==> config.mk <==
export PLATFORM = sky130hd
export DESIGN_NAME = aer_rr_arbiter
export DESIGN_NICKNAME = d
export VERILOG_FILES = /design/src/rtl/aer_rr_arbiter.sv
export SDC_FILE = /design/constraint.sdc
export NUM_CORES = 1
export LEC_CHECK = 0
export CAP_MARGIN = 20
export CORE_MARGIN = 1.5
export CORE_UTILIZATION = 45
export CTS_CLUSTER_DIAMETER = 100
export DETAILED_ROUTE_END_ITERATION = 12
export GPL_TIMING_DRIVEN = 0
export PLACE_DENSITY = 0.7
export SLEW_MARGIN = 20
export SYNTH_ARGS = -nofsm -noshare
export SYNTH_HDL_FRONTEND = slang
export SYNTH_SLANG_ARGS = --single-unit
==> constraint.sdc <==
create_clock -name clk -period 5.4 [get_ports clk]
set_input_delay 0.54 -clock clk [delete_from_list [all_inputs] [get_ports clk]]
set_output_delay 0.54 -clock clk [all_outputs]
set_load 0.005 [all_outputs]
**Run 1: metal 1**

Cells faint in the background.
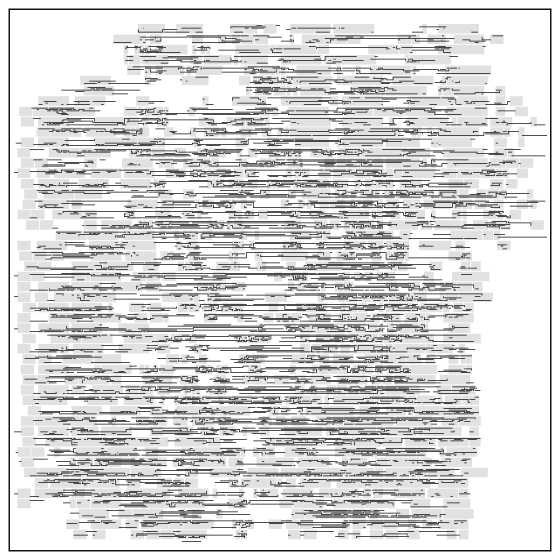
wire length on this layer: 13,300 um
longest straight run: 51.1 um
main direction: horizontal
DR vias: 9,387
Routed WL: 36.82 mm

**Run 1: the metal 2 layer**

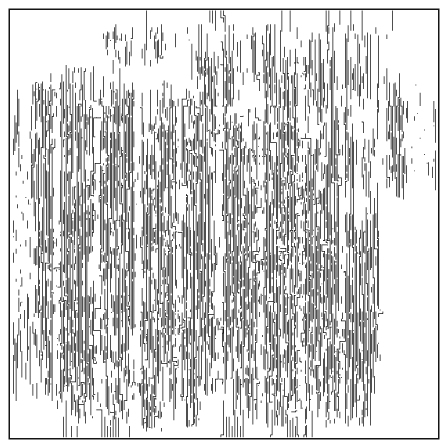
wire length on this layer: 16,300 um
nets with wire on the layer: 1,007
met2 usage: 57.46%

**Run 1: M4 wires**

Cells faint in the background.
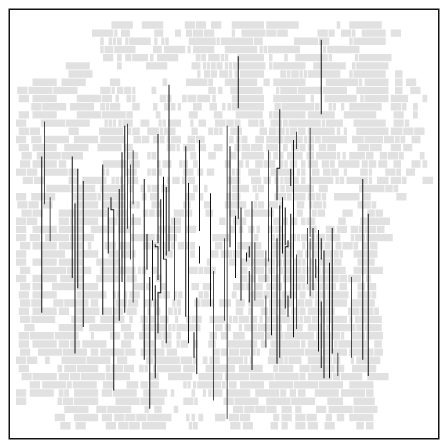
main direction: vertical
nets with wire on the layer: 67
share of all routed wire: 7.0%
longest straight run: 97.2 um

**Run 1: cell density map**

The bar under the picture is 50 um long. The die is cut into 14 by 14 equal tiles; dark blue is low, red is high, 0 to 100% covered.
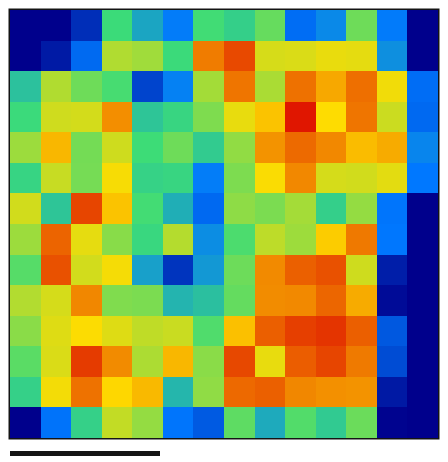
tiles over 75% full: 26%
nearly empty tiles: 7.7%
fullest tile: 98%
mean over tiles: 56%
Pre-Place Util: 46.24%
final core utilization: 61.59%
core area: 0.01889 sq mm

==> results.tsv <==
stage	metric	value	unit
synthesis	chip area line of the yosys report	0.008736	sq mm
final_layout	Non-Filler Instances	1310	
sta	Hold Violations, Final	0	
final_layout	Top cell excl fill/tap	mux4_2	
final_layout	max FFs per register	32	
synthesis	leading area contributor after synthesis	mux4_2	
cts	clk_lat worst skew	0.29	ns
sta	worst rel slew slack	32.47	%
die	Die ar.	0.02026	sq mm
sta	FMAX	188.7	MHz
sta	Clock Skew	0.005639	ns
placement	RePlAce Congestion	1.023	
synthesis	cell count listed in synth_stat.txt	854	
hold_path	worst min path class	register to register	
drt	WL/cell	28.11	um
grt	vias in the first global route	9105	
setup_path	Worst path slowest cell	mux4_2	
sta	part of the cycle the worst path needs	98.13	%
setup_path	CP most frequent cell	buf_12	
sta	minimum period implied by the final worst setup slack	5.299	ns
placement	dpl hpwl	26.76	mm
synthesis	Unique cell types	90	
synthesis	Async SR Flop Fraction	0	%
grt	largest net degree at the start of global routing	19	
drt	Pre-antenna DRT Iters	6	
drt	DRT iter0 DRCs	1439	
setup_path	CP Launch Type	register	
synthesis	Syn Inst Count	854	
synthesis	Synth Seq Share	13.98	%
cts	TritonCTS clock tree	yes	
cts	TritonCTS Sinks	45	
grt	first-pass GRT wire length	54.96	mm
drt	Via density	7.166	
synthesis	Top FF cell, synth	edfxtp_1	
setup_path	crit path DAT	4.76	ns
placement	Port Buf Inserts	110	
final_layout	Top cells excl fill/tap	139 x mux4_2, 94 x clkdlybuf4s50_1, 80 x buf_4	
final_layout	Area Overhead vs Synth	33.20	%
setup_path	worst r2r path cells	26	
grt	initial antenna violation count	1	
cts	htree depth	2	
grt	total global routing overflow	0	
setup_path	CP max stage delay	0.60	ns
status	status	finished clean	
setup_path	worst-path cell chain	buf_12, buf_12, buf_12, buf_12, clkinvlp_4, ha_4, buf_8, mux4_2, buf_4, mux4_2, buf_4, a21oi_1, o2111ai_1, a221oi_4, o21bai_4, a21o_1, nor3_1, dlygate4sd2_1	
setup_path	WS Path Type	register to output pin	
run	Max-Cap Viols	0	
synthesis	syn nets	950	
synthesis	#FFs+latches synth	45	
die	Die Ht	142.3	um
die	I/O pin total	112	
final_layout	share of layout cells above drive strength 1	38.13	%
final_layout	NumNets Final	1144	
sta	Pins Over Slew Limit	0	
sta	endpoints failing setup	0	
final_layout	Layout fillers	1603	
drt	antenna viol nets, final	0	
cts	number of CTS-inserted buffers	5	
drt	Residual DRC	0	
setup_path	WP data required	4.86	ns
setup_path	Max FO, Critical Path	7	
cts	CTS Root Cell	clkbuf_16	
synthesis	Cell Area, Synth	0.008736	sq mm
die	chip width	142.3	um
setup_path	Crit. End Element	output pin	
placement	placed cells	1225	
sta	worst slew pin tran	1.013	ns
setup_path	worst reg2reg setup slack	0.19	ns
run	tool warnings	36	
synthesis	Yosys warnings	0	
-- run 1: synthesized netlist by cell type (all sizes together) (4+ instances only) --
| cell type | n |
|---|---|
| nor2 | 70 |
| mux4 | 139 |
| xor2 | 7 |
| clkinv | 4 |
| mux2 | 21 |
| o22ai | 6 |
| o211ai | 17 |
| and2 | 6 |
| o21ai | 33 |
| or3 | 9 |
| a221oi | 4 |
| mux2i | 75 |
| edfxtp | 32 |
| o221ai | 4 |
| inv | 28 |
| a22oi | 9 |
| o2111ai | 7 |
| nor2b | 7 |
| nor4 | 9 |
| a31oi | 8 |
| clkbuf | 28 |
| nand2b | 10 |
| dfxtp | 13 |
| a211oi | 6 |
| nand2 | 77 |
| ha | 12 |
| xnor2 | 10 |
| nand4 | 18 |
| a21oi | 36 |
| nand3 | 22 |
| nor3 | 27 |
| buf | 44 |
-- run 1: final cells by class --
type / instances / area, sq um / share of cell area (%)
sequential: 45 / 1232 / 10.59
timing repair buffer: 193 / 1705 / 14.66
inverter: 32 / 142.6 / 1.226
clock inverter: 3 / 25.02 / 0.2151
clock buffer: 5 / 125.1 / 1.075
antenna: 1 / 2.502 / 0.02151
multi-input combinational: 705 / 7611 / 65.41
tap: 260 / 325.3 / 2.796
buffer: 66 / 466.7 / 4.011
-- run 1: per-stage QoR --
step           instance area, sq um  setup TNS, ns  utilization (%)  worst slack [ns]
3_5_place_dp                  10210        -116.97            54.03            -2.182
4_1_cts                       11500       -0.05456            60.85          -0.01706
3_3_place_gp                  10190        -113.98            53.93            -2.077
5_1_grt                       11630        -0.5102            61.58           -0.1641
6_report                      11640              0            61.59            0.1007
2_1_floorplan                  8762              0                -          0.008681
-- run 1: worst max-delay path, delay by kind of cell (launching register included) --
| kind | cells | cell delay, ns |
|---|---|---|
| muxes | 2 | 1.12 |
| and+or+nand+nor | 1 | 0.15 |
| buffers and inverters | 9 | 1.33 |
| DFF | 1 | 0.39 |
| adders and majority gates | 1 | 0.28 |
| AOI/OAI and AO/OA | 5 | 1.20 |
-- run 1: layer usage --
metal	routed length (um)	track usage, %	vias to the layer above
li1	-	-	3853
met4	2567	19.75	0
met1	13300	46.55	4551
met3	4623	9.085	175
met2	16320	57.46	808
met5	0	0	-
-- run 1: repair_timing --
item / CTS / global route
hold buffers: 0 / 0
gates resized: 177 / 35
pin swaps: 22 / 13
cloned: 0 / 0
setup buffers: 70 / 12
setup endpoints to repair: 89 / 26
-- run 1: logic make-up (layout without fill, tap and decap cells) --
group,after synthesis,count (layout),share of synthesized area (%)
mux,235,235,47.22
flops,45,45,13.98
fa+ha+maj,13,13,1.948
xor+xnor,17,17,2.048
simple gates,269,269,15.67
other cells,0,1,0
compound gates,171,171,13.94
buf+inv,104,299,5.199
